Sequential cells grouped by signal name:
Other sequential cells in the stronger grey, the rest of the logic in the fainter grey.
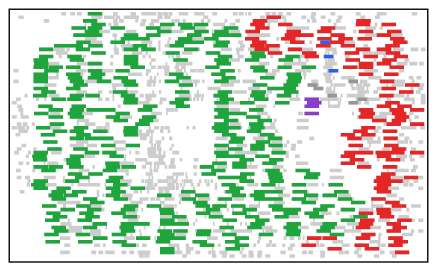
Wiring by layer:
Scale bar: 100 µm.
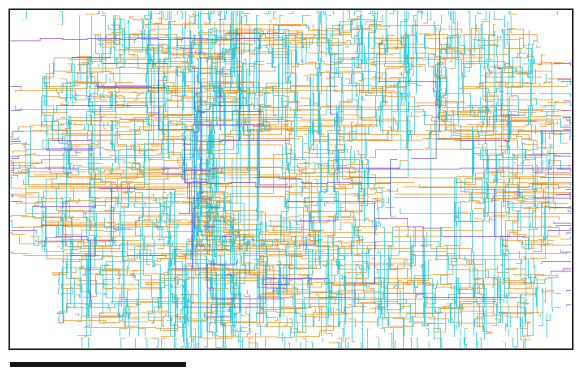
Clock wiring as the flow saved it:
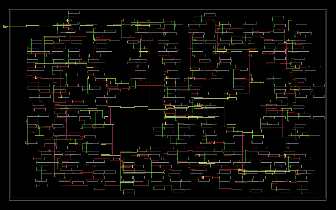
[src/rtl/rv32_decode_pkg.sv]
// Shared types and constants for the RV32I (+Zicsr/fence) decode queue:
// decoded record layout, opcode map and one-hot instruction class encoding.
package rv32_decode_pkg;

  typedef struct packed {
    logic [4:0]  rd;
    logic [4:0]  rs1;
    logic [4:0]  rs2;
    logic [31:0] imm;
    logic [63:0] cls;
  } dec_t;

  typedef enum logic [6:0] {
    OPC_R      = 7'b0110011,
    OPC_I_A    = 7'b0010011,
    OPC_I_L    = 7'b0000011,
    OPC_S      = 7'b0100011,
    OPC_B      = 7'b1100011,
    OPC_J      = 7'b1101111,
    OPC_JALR   = 7'b1100111,
    OPC_LUI    = 7'b0110111,
    OPC_AUIPC  = 7'b0010111,
    OPC_SYSTEM = 7'b1110011,
    OPC_FENCE  = 7'b0001111
  } opcode_e;

  localparam logic [63:0] inst_add     = 64'd1 << 0;
  localparam logic [63:0] inst_sub     = 64'd1 << 1;
  localparam logic [63:0] inst_sll     = 64'd1 << 2;
  localparam logic [63:0] inst_slt     = 64'd1 << 3;
  localparam logic [63:0] inst_sltu    = 64'd1 << 4;
  localparam logic [63:0] inst_xor     = 64'd1 << 5;
  localparam logic [63:0] inst_srl     = 64'd1 << 6;
  localparam logic [63:0] inst_sra     = 64'd1 << 7;
  localparam logic [63:0] inst_or      = 64'd1 << 8;
  localparam logic [63:0] inst_and     = 64'd1 << 9;
  localparam logic [63:0] inst_addi    = 64'd1 << 10;
  localparam logic [63:0] inst_slti    = 64'd1 << 11;
  localparam logic [63:0] inst_sltiu   = 64'd1 << 12;
  localparam logic [63:0] inst_xori    = 64'd1 << 13;
  localparam logic [63:0] inst_ori     = 64'd1 << 14;
  localparam logic [63:0] inst_andi    = 64'd1 << 15;
  localparam logic [63:0] inst_slli    = 64'd1 << 16;
  localparam logic [63:0] inst_srli    = 64'd1 << 17;
  localparam logic [63:0] inst_srai    = 64'd1 << 18;
  localparam logic [63:0] inst_lb      = 64'd1 << 19;
  localparam logic [63:0] inst_lh      = 64'd1 << 20;
  localparam logic [63:0] inst_lw      = 64'd1 << 21;
  localparam logic [63:0] inst_lbu     = 64'd1 << 22;
  localparam logic [63:0] inst_lhu     = 64'd1 << 23;
  localparam logic [63:0] inst_sb      = 64'd1 << 24;
  localparam logic [63:0] inst_sh      = 64'd1 << 25;
  localparam logic [63:0] inst_sw      = 64'd1 << 26;
  localparam logic [63:0] inst_beq     = 64'd1 << 27;
  localparam logic [63:0] inst_bne     = 64'd1 << 28;
  localparam logic [63:0] inst_blt     = 64'd1 << 29;
  localparam logic [63:0] inst_bge     = 64'd1 << 30;
  localparam logic [63:0] inst_bltu    = 64'd1 << 31;
  localparam logic [63:0] inst_bgeu    = 64'd1 << 32;
  localparam logic [63:0] inst_jal     = 64'd1 << 33;
  localparam logic [63:0] inst_jalr    = 64'd1 << 34;
  localparam logic [63:0] inst_lui     = 64'd1 << 35;
  localparam logic [63:0] inst_auipc   = 64'd1 << 36;
  localparam logic [63:0] inst_fence   = 64'd1 << 37;
  localparam logic [63:0] inst_fence_i = 64'd1 << 38;
  localparam logic [63:0] inst_ecall   = 64'd1 << 39;
  localparam logic [63:0] inst_ebreak  = 64'd1 << 40;
  localparam logic [63:0] inst_csrrw   = 64'd1 << 41;
  localparam logic [63:0] inst_csrrs   = 64'd1 << 42;
  localparam logic [63:0] inst_csrrc   = 64'd1 << 43;
  localparam logic [63:0] inst_csrrwi  = 64'd1 << 44;
  localparam logic [63:0] inst_csrrsi  = 64'd1 << 45;
  localparam logic [63:0] inst_csrrci  = 64'd1 << 46;

  localparam logic [31:0] NOOP = 32'h00000013;

  // Decode of NOOP (ADDI x0,x0,0), substituted for illegal entries.
  localparam dec_t NOOP_DEC = '{rd: '0, rs1: '0, rs2: '0, imm: '0, cls: inst_addi};

endpackage

[src/rtl/rv32_decode_comb.sv]
// Pure combinational RV32I (+Zicsr/fence) field and class decoder.
module rv32_decode_comb
  import rv32_decode_pkg::*;
(
  input  logic [31:0] i_instr,
  output dec_t        o_dec
);

  opcode_e    w_op;
  logic [2:0] w_f3;
  logic [6:0] w_f7;

  assign w_op = opcode_e'(i_instr[6:0]);
  assign w_f3 = i_instr[14:12];
  assign w_f7 = i_instr[31:25];

  always_comb begin
    o_dec.rd  = i_instr[11:7];
    o_dec.rs1 = i_instr[19:15];
    o_dec.rs2 = i_instr[24:20];
    o_dec.imm = '0;
    o_dec.cls = '0;
    case (w_op)
      OPC_R: begin
        case ({w_f7, w_f3})
          {7'h00, 3'b000}: o_dec.cls = inst_add;
          {7'h20, 3'b000}: o_dec.cls = inst_sub;
          {7'h00, 3'b001}: o_dec.cls = inst_sll;
          {7'h00, 3'b010}: o_dec.cls = inst_slt;
          {7'h00, 3'b011}: o_dec.cls = inst_sltu;
          {7'h00, 3'b100}: o_dec.cls = inst_xor;
          {7'h00, 3'b101}: o_dec.cls = inst_srl;
          {7'h20, 3'b101}: o_dec.cls = inst_sra;
          {7'h00, 3'b110}: o_dec.cls = inst_or;
          {7'h00, 3'b111}: o_dec.cls = inst_and;
          default:         o_dec.cls = '0;
        endcase
      end
      OPC_I_A: begin
        o_dec.rs2 = '0;
        o_dec.imm = {{20{i_instr[31]}}, i_instr[31:20]};
        case (w_f3)
          3'b000:  o_dec.cls = inst_addi;
          3'b010:  o_dec.cls = inst_slti;
          3'b011:  o_dec.cls = inst_sltiu;
          3'b100:  o_dec.cls = inst_xori;
          3'b110:  o_dec.cls = inst_ori;
          3'b111:  o_dec.cls = inst_andi;
          3'b001:  o_dec.cls = (w_f7 == 7'h00) ? inst_slli : '0;
          default: o_dec.cls = (w_f7 == 7'h00) ? inst_srli :
                               (w_f7 == 7'h20) ? inst_srai : '0;
        endcase
      end
      OPC_I_L: begin
        o_dec.rs2 = '0;
        o_dec.imm = {{20{i_instr[31]}}, i_instr[31:20]};
        case (w_f3)
          3'b000:  o_dec.cls = inst_lb;
          3'b001:  o_dec.cls = inst_lh;
          3'b010:  o_dec.cls = inst_lw;
          3'b100:  o_dec.cls = inst_lbu;
          3'b101:  o_dec.cls = inst_lhu;
          default: o_dec.cls = '0;
        endcase
      end
      OPC_JALR: begin
        o_dec.rs2 = '0;
        o_dec.imm = {{20{i_instr[31]}}, i_instr[31:20]};
        o_dec.cls = (w_f3 == 3'b000) ? inst_jalr : '0;
      end
      OPC_S: begin
        o_dec.rd  = '0;
        o_dec.imm = {{20{i_instr[31]}}, i_instr[31:25], i_instr[11:7]};
        case (w_f3)
          3'b000:  o_dec.cls = inst_sb;
          3'b001:  o_dec.cls = inst_sh;
          3'b010:  o_dec.cls = inst_sw;
          default: o_dec.cls = '0;
        endcase
      end
      OPC_B: begin
        o_dec.rd  = '0;
        o_dec.imm = {{19{i_instr[31]}}, i_instr[31], i_instr[7],
                     i_instr[30:25], i_instr[11:8], 1'b0};
        case (w_f3)
          3'b000:  o_dec.cls = inst_beq;
          3'b001:  o_dec.cls = inst_bne;
          3'b100:  o_dec.cls = inst_blt;
          3'b101:  o_dec.cls = inst_bge;
          3'b110:  o_dec.cls = inst_bltu;
          3'b111:  o_dec.cls = inst_bgeu;
          default: o_dec.cls = '0;
        endcase
      end
      OPC_LUI, OPC_AUIPC: begin
        o_dec.rs1 = '0;
        o_dec.rs2 = '0;
        o_dec.imm = {i_instr[31:12], 12'b0};
        o_dec.cls = (w_op == OPC_LUI) ? inst_lui : inst_auipc;
      end
      OPC_J: begin
        o_dec.rs1 = '0;
        o_dec.rs2 = '0;
        o_dec.imm = {{11{i_instr[31]}}, i_instr[31], i_instr[19:12],
                     i_instr[20], i_instr[30:21], 1'b0};
        o_dec.cls = inst_jal;
      end
      OPC_SYSTEM: begin
        o_dec.imm = {{20{i_instr[31]}}, i_instr[31:20]};
        case (w_f3)
          3'b000:  o_dec.cls = i_instr[20] ? inst_ebreak : inst_ecall;
          3'b001:  o_dec.cls = inst_csrrw;
          3'b010:  o_dec.cls = inst_csrrs;
          3'b011:  o_dec.cls = inst_csrrc;
          3'b101:  o_dec.cls = inst_csrrwi;
          3'b110:  o_dec.cls = inst_csrrsi;
          3'b111:  o_dec.cls = inst_csrrci;
          default: o_dec.cls = '0;
        endcase
      end
      OPC_FENCE: begin
        case (w_f3)
          3'b000:  o_dec.cls = inst_fence;
          3'b001:  o_dec.cls = inst_fence_i;
          default: o_dec.cls = '0;
        endcase
      end
      default: o_dec.cls = '0;
    endcase
  end

endmodule

[src/rtl/rv32_decode_queue.sv]
// Handshaked decode stage: decodes on enqueue into a DEPTH-entry FIFO.
// Optional DEC_PERF_CNT_EN adds saturating push / illegal-push counters.
module rv32_decode_queue
  import rv32_decode_pkg::*;
#(
  parameter int unsigned DEPTH          = 4,
  parameter int unsigned PC_W           = 32,
  parameter bit          NOP_ON_ILLEGAL = 1'b1
) (
  input  logic                       clk,
  input  logic                       rst_n,
  input  logic                       flush,
  input  logic                       in_valid,
  output logic                       in_ready,
  input  logic [31:0]                in_instr,
  input  logic [PC_W-1:0]            in_pc,
  output logic                       out_valid,
  input  logic                       out_ready,
  output logic [PC_W-1:0]            out_pc,
  output logic [$bits(dec_t)-1:0]    out_dec,
  output logic                       out_illegal,
  output logic [$clog2(DEPTH+1)-1:0] count
`ifdef DEC_PERF_CNT_EN
  ,
  output logic [31:0]                perf_decoded,
  output logic [31:0]                perf_illegal
`endif
);

  localparam int unsigned AW = $clog2(DEPTH);
  localparam int unsigned CW = $clog2(DEPTH + 1);

  dec_t             r_dec_mem [DEPTH];
  logic [PC_W-1:0]  r_pc_mem  [DEPTH];
  logic [DEPTH-1:0] r_ill_mem;
  logic [AW-1:0]    r_wr_ptr;
  logic [AW-1:0]    r_rd_ptr;
  logic [CW-1:0]    r_count;

  dec_t w_dec_raw;
  dec_t w_dec_wr;
  logic w_ill;
  logic w_push;
  logic w_pop;
  logic w_out_valid;

  rv32_decode_comb u_dec (
    .i_instr (in_instr),
    .o_dec   (w_dec_raw)
  );

  assign w_ill       = (w_dec_raw.cls == '0);
  assign w_dec_wr    = (NOP_ON_ILLEGAL && w_ill) ? NOOP_DEC : w_dec_raw;
  assign w_out_valid = (r_count != '0);
  assign in_ready    = !flush && ((r_count < CW'(DEPTH)) || out_ready);
  assign w_push      = in_valid && in_ready;
  assign w_pop       = w_out_valid && out_ready;

  // Storage is not reset: every output is gated by occupancy instead.
  always_ff @(posedge clk) begin
    if (rst_n && w_push) begin
      r_dec_mem[r_wr_ptr] <= w_dec_wr;
      r_pc_mem[r_wr_ptr]  <= in_pc;
      r_ill_mem[r_wr_ptr] <= w_ill;
    end
  end

  always_ff @(posedge clk) begin
    if (!rst_n) begin
      r_wr_ptr <= '0;
      r_rd_ptr <= '0;
      r_count  <= '0;
    end else if (flush) begin
      r_rd_ptr <= r_wr_ptr;
      r_count  <= '0;
    end else begin
      if (w_push) r_wr_ptr <= r_wr_ptr + AW'(1);
      if (w_pop)  r_rd_ptr <= r_rd_ptr + AW'(1);
      case ({w_push, w_pop})
        2'b10:   r_count <= r_count + CW'(1);
        2'b01:   r_count <= r_count - CW'(1);
        default: r_count <= r_count;
      endcase
    end
  end

  assign out_valid   = w_out_valid;
  assign out_pc      = w_out_valid ? r_pc_mem[r_rd_ptr] : '0;
  assign out_dec     = w_out_valid ? r_dec_mem[r_rd_ptr] : '0;
  assign out_illegal = w_out_valid && r_ill_mem[r_rd_ptr];
  assign count       = r_count;

`ifdef DEC_PERF_CNT_EN
  logic [31:0] r_perf_decoded;
  logic [31:0] r_perf_illegal;

  always_ff @(posedge clk) begin
    if (!rst_n) begin
      r_perf_decoded <= '0;
      r_perf_illegal <= '0;
    end else if (w_push) begin
      if (r_perf_decoded != '1)         r_perf_decoded <= r_perf_decoded + 32'd1;
      if (w_ill && r_perf_illegal != '1) r_perf_illegal <= r_perf_illegal + 32'd1;
    end
  end

  assign perf_decoded = r_perf_decoded;
  assign perf_illegal = r_perf_illegal;
`endif

endmodule

[config.mk]
export PLATFORM = sky130hd
export DESIGN_NAME = rv32_decode_queue
export DESIGN_NICKNAME = d
export VERILOG_FILES = /design/src/rtl/rv32_decode_pkg.sv /design/src/rtl/rv32_decode_comb.sv /design/src/rtl/rv32_decode_queue.sv
export SDC_FILE = /design/constraint.sdc
export NUM_CORES = 1
export LEC_CHECK = 0
export ABC_CLOCK_PERIOD_IN_PS = 6490
export CAP_MARGIN = 20
export CORE_ASPECT_RATIO = 0.6
export CORE_UTILIZATION = 35
export DETAILED_ROUTE_END_ITERATION = 16
export GPL_TIMING_DRIVEN = 0
export PLACE_DENSITY_LB_ADDON = 0.12
export SYNTH_ARGS = -nofsm -noshare
export SYNTH_HDL_FRONTEND = slang
export SYNTH_SLANG_ARGS = --single-unit
export TNS_END_PERCENT = 10
[constraint.sdc]
create_clock -name clk -period 6.49 [get_ports clk]
set_input_delay 1.6225 -clock clk [delete_from_list [all_inputs] [get_ports clk]]
set_output_delay 1.6225 -clock clk [all_outputs]
set_load 0.01 [all_outputs]
==> flow_summary.json <==
{
  "layout_setup_ws_ps": 589,
  "worstHoldPathType": "reg -> reg",
  "critical_path.max_fanout": 10,
  "whs_endpoint": "count[1]",
  "crit_arrival_ps": 4280,
  "yosysChipArea_um2": 21000,
  "drv.max_cap_violation_count": 0,
  "p_per_area_nw_per_um2": 271,
  "clockBufferDepth": 3,
  "fmaxAchievable_mhz": 169,
  "ff_type": "sky130_fd_sc_hd__edfxtp_1",
  "floorplan.io_pins": 218,
  "r2r.worst_path.cells": 6,
  "hp-start": "count[1]",
  "leakage_nw": 8.46,
  "filler_cell_count": 5164,
  "timing.setup.critical_path_class": "reg -> out",
  "timing.max_slew.rel_slack": 0.314,
  "crit_slowest_cell": "sky130_fd_sc_hd__buf_1",
  "pin_slew_with_the_least_headroom_to_its_limit_ps": 1030,
  "grt_pass1_wl_mm": 74.4,
  "cts_tree": "built",
  "dp.cells": 2139,
  "synth_warnings": 0,
  "floorplanUtilization": 0.355,
  "full_die_area_um2": 61100,
  "setup_viol": 0,
  "final_period_minus_worst_setup_slack_ps": 5900,
  "cts_repair_resize_count": 0,
  "layout.cells.most_common_list": "sky130_fd_sc_hd__edfxtp_1, sky130_fd_sc_hd__clkdlybuf4s50_1, sky130_fd_sc_hd__and2_1, sky130_fd_sc_hd__mux4_2, sky130_fd_sc_hd__a21oi_1",
  "clock_insertion_delay_worst_skew_ps": 570,
  "mappedNetlistArea_um2": 21000,
  "final_layout_size_suffix_gt1_frac": 0.171,
  "ctsHtreeMaxLevel": 2,
  "crit_buf_inv": 4,
  "regToRegEndpoint": "r_dec_mem[0][36]",
  "stage_log_warnings": 29,
  "syn-instance-count": 1134,
  "maximum_resistive_drop_on_vdd_mv": 0.166,
  "hold_viol": 0,
  "worstPathCellList": "clkbuf_1 -> buf_1 -> buf_2 -> mux4_2 -> and2_1 -> clkdlybuf4s50_1",
  "drtPass1Iterations": 5,
  "die_x_um": 318,
  "clk_root_buffer_cell": "sky130_fd_sc_hd__clkbuf_16",
  "hold-worst-slack_ps": 551,
  "clkTransAtPathRegs_ps": 60,
  "gp_congestion": 0.786,
  "rsz0062_at_grt": "no",
  "final_cells": 2229,
  "cp-endpoint": "out_dec[106]",
  "num_rows": 69,
  "overflow_after_grt": 0,
  "drt-initial-drc-count": 778,
  "post-dp-hpwl_mm": 33.4,
  "reg2reg_setup_slack_ps": 3580,
  "clock-skew-final_ps": 10.4,
  "sequential_element_share_of_the_synthesized_area": 0.734,
  "run_status": "finished, final reports clean",
  "synthDominantCellAreaShare": 0.725,
  "pre_cts_slack_ps": 1060,
  "crit_path_end_kind": "output pin",
  "numnets_final": 1486,
  "whs_path_depth": 2,
  "cpPeakStageDelay_ps": 820,
  "yosys_cells": 1134,
  "antenna_found_initial": 2,
  "flop_area_um2": 15400,
  "comb_area_um2": 5230,
  "ys_ff": 517,
  "enable_flop_cells": 508,
  "cp.required_ps": 4870,
  "holdBufCountCts": 0,
  "numPortBuffers": 197,
  "final.period_utilization": 0.909,
  "first_global_vias": 11300,
  "post_cts.repair.setup_buffers": 0,
  "die.size.y_um": 192,
  "avgRoutedWirePerCell_um": 22.6,
  "yosys.area.top_type": "sky130_fd_sc_hd__edfxtp_1",
  "postRouteAntennaNets": 0,
  "post_synth_num_cell_types": 47,
  "worst_path_dominant_cell_family": "buffers and inverters",
  "fp.coreArea_um2": 59300,
  "numCtsBuffers": 50,
  "mean_cell_area_of_the_mapped_netlist_um2": 18.5,
  "path_depth": 6,
  "synth.area.top_cells": "sky130_fd_sc_hd__edfxtp_1, sky130_fd_sc_hd__mux4_2, sky130_fd_sc_hd__and2_1",
  "grt_start_max_net_pins": 52,
  "viasPerCell": 4.98,
  "syn2layout_area_growth_pct": 23.0,
  "final_layout_top_logic_cell": "sky130_fd_sc_hd__edfxtp_1",
  "r2r-start": "count[2]",
  "finalMaxSlewViolations": 0,
  "route.detailed.drc": 0,
  "setup_tns_ps": 0,
  "critPathLaunchType": "flop",
  "postSynth.asyncResetShare": 0
}
## Picture notes: 'sequential cells grouped by signal name'
legend:
  blue:
    netlist_name: `count`
    sequential_cells: 3
  red:
    netlist_name: `r_pc_mem`
    sequential_cells: 128
  purple:
    netlist_name: `r_ill_mem`
    sequential_cells: 4
  green:
    netlist_name: `r_dec_mem`
    sequential_cells: 376
not coloured: 6

## Picture notes: 'wiring by layer'
legend:
  orange:
    layer: M1
    wire_length: 24.5 mm
  blue:
    layer: M4
    wire_length: 976 µm
  cyan:
    layer: M2
    wire_length: 22.7 mm
  purple:
    layer: M3
    wire_length: 2230 µm
aggregate global-route resource usage: 0.165
final wirelength: 50.4 mm
vias after detailed routing: 11100

## Picture notes: 'clock wiring as the flow saved it'
Seq Cell Count: 517
TritonCTS Sinks: 517
reported clock group power: 0.00283 W

## tightest hold or removal path: cells and delay by family (launching register included)
family           cells  cell delay [ps]
AND/OR/NAND/NOR      1               80
AND-OR/OR-AND        1               80
flip-flops           1              360
## synthesized netlist by cell type (2+ instances only)
cell                        count
sky130_fd_sc_hd__a21o_1         2
sky130_fd_sc_hd__a21oi_1       64
sky130_fd_sc_hd__a21oi_2       10
sky130_fd_sc_hd__a22oi_1        7
sky130_fd_sc_hd__and2_1       134
sky130_fd_sc_hd__and3_1         5
sky130_fd_sc_hd__buf_1         13
sky130_fd_sc_hd__buf_2         10
sky130_fd_sc_hd__buf_4         17
sky130_fd_sc_hd__clkbuf_1      47
sky130_fd_sc_hd__dfxtp_1        9
sky130_fd_sc_hd__edfxtp_1     508
sky130_fd_sc_hd__ha_1           5
sky130_fd_sc_hd__inv_1         10
sky130_fd_sc_hd__mux2i_1        2
sky130_fd_sc_hd__mux4_2       127
sky130_fd_sc_hd__nand2_1       32
sky130_fd_sc_hd__nand2b_1       8
sky130_fd_sc_hd__nand3_1       11
sky130_fd_sc_hd__nand3b_1       4
sky130_fd_sc_hd__nor2_1        44
sky130_fd_sc_hd__nor2b_1        3
sky130_fd_sc_hd__nor3_1        15
sky130_fd_sc_hd__nor4bb_1       2
sky130_fd_sc_hd__o21ai_0       10
sky130_fd_sc_hd__o2bb2ai_1      2
sky130_fd_sc_hd__or2_2          3
sky130_fd_sc_hd__or3_1          6
sky130_fd_sc_hd__or4_1          3
sky130_fd_sc_hd__xnor2_1        2
sky130_fd_sc_hd__xor2_1         3
## power breakdown
part	leakage (nW)	internal [W]	total, W	switching, W
logic	2.47	0.000255	0.000494	0.000239
registers	5.23	0.00368	0.00369	0.0000103
clock network	0.761	0.00162	0.00283	0.00121
## through the flow
stage / instance area [µm²] / util / total power, W
6_report: 25900 / 0.436 / 0.00701
5_1_grt: 25900 / 0.436 / 0.00725
4_1_cts: 25900 / 0.436 / 0.00711
3_5_place_dp: 24300 / 0.410 / 0.00426
3_3_place_gp: 24000 / 0.405 / 0.00426
2_1_floorplan: 21100 / - / 0.00402
## flip-flops by register name, summed over array words and instances, names as in the netlist, named ones only
name	flops
r_pc_mem	128
r_ill_mem	4
r_dec_mem	376
r_wr_ptr	2
r_rd_ptr	2
count	3
## layer usage
layer | track usage | vias to the layer above | share of wire | wire length, µm
met5 | 0 | - | 0 | 0
met4 | 0.0390 | 0 | 0.019 | 975
met3 | 0.0273 | 65 | 0.044 | 2230
met2 | 0.252 | 263 | 0.45 | 22700
met1 | 0.247 | 5767 | 0.49 | 24500
li1 | - | 5001 | - | -
## layout make-up
cell class | instances | share of cell area
antenna | 1 | 0.0000967
buffer | 88 | 0.0160
clock buffer | 60 | 0.0506
clock inverter | 28 | 0.00957
inverter | 10 | 0.00145
multi-input combinational | 535 | 0.202
sequential | 517 | 0.596
tap | 781 | 0.0378
timing repair buffer | 209 | 0.0861
## kinds of logic after synthesis
kind of cell	after synthesis	share of synthesized area
mux	129	0.137
buf+inv	98	0.0215
fa+ha+maj	6	0.00393
simple gates	276	0.0729
xor+xnor	5	0.00208
flops	517	0.734
other cells	1	0.000178
compound gates	102	0.0288
No activity file was given, so power comes from the tool's default toggle rates.
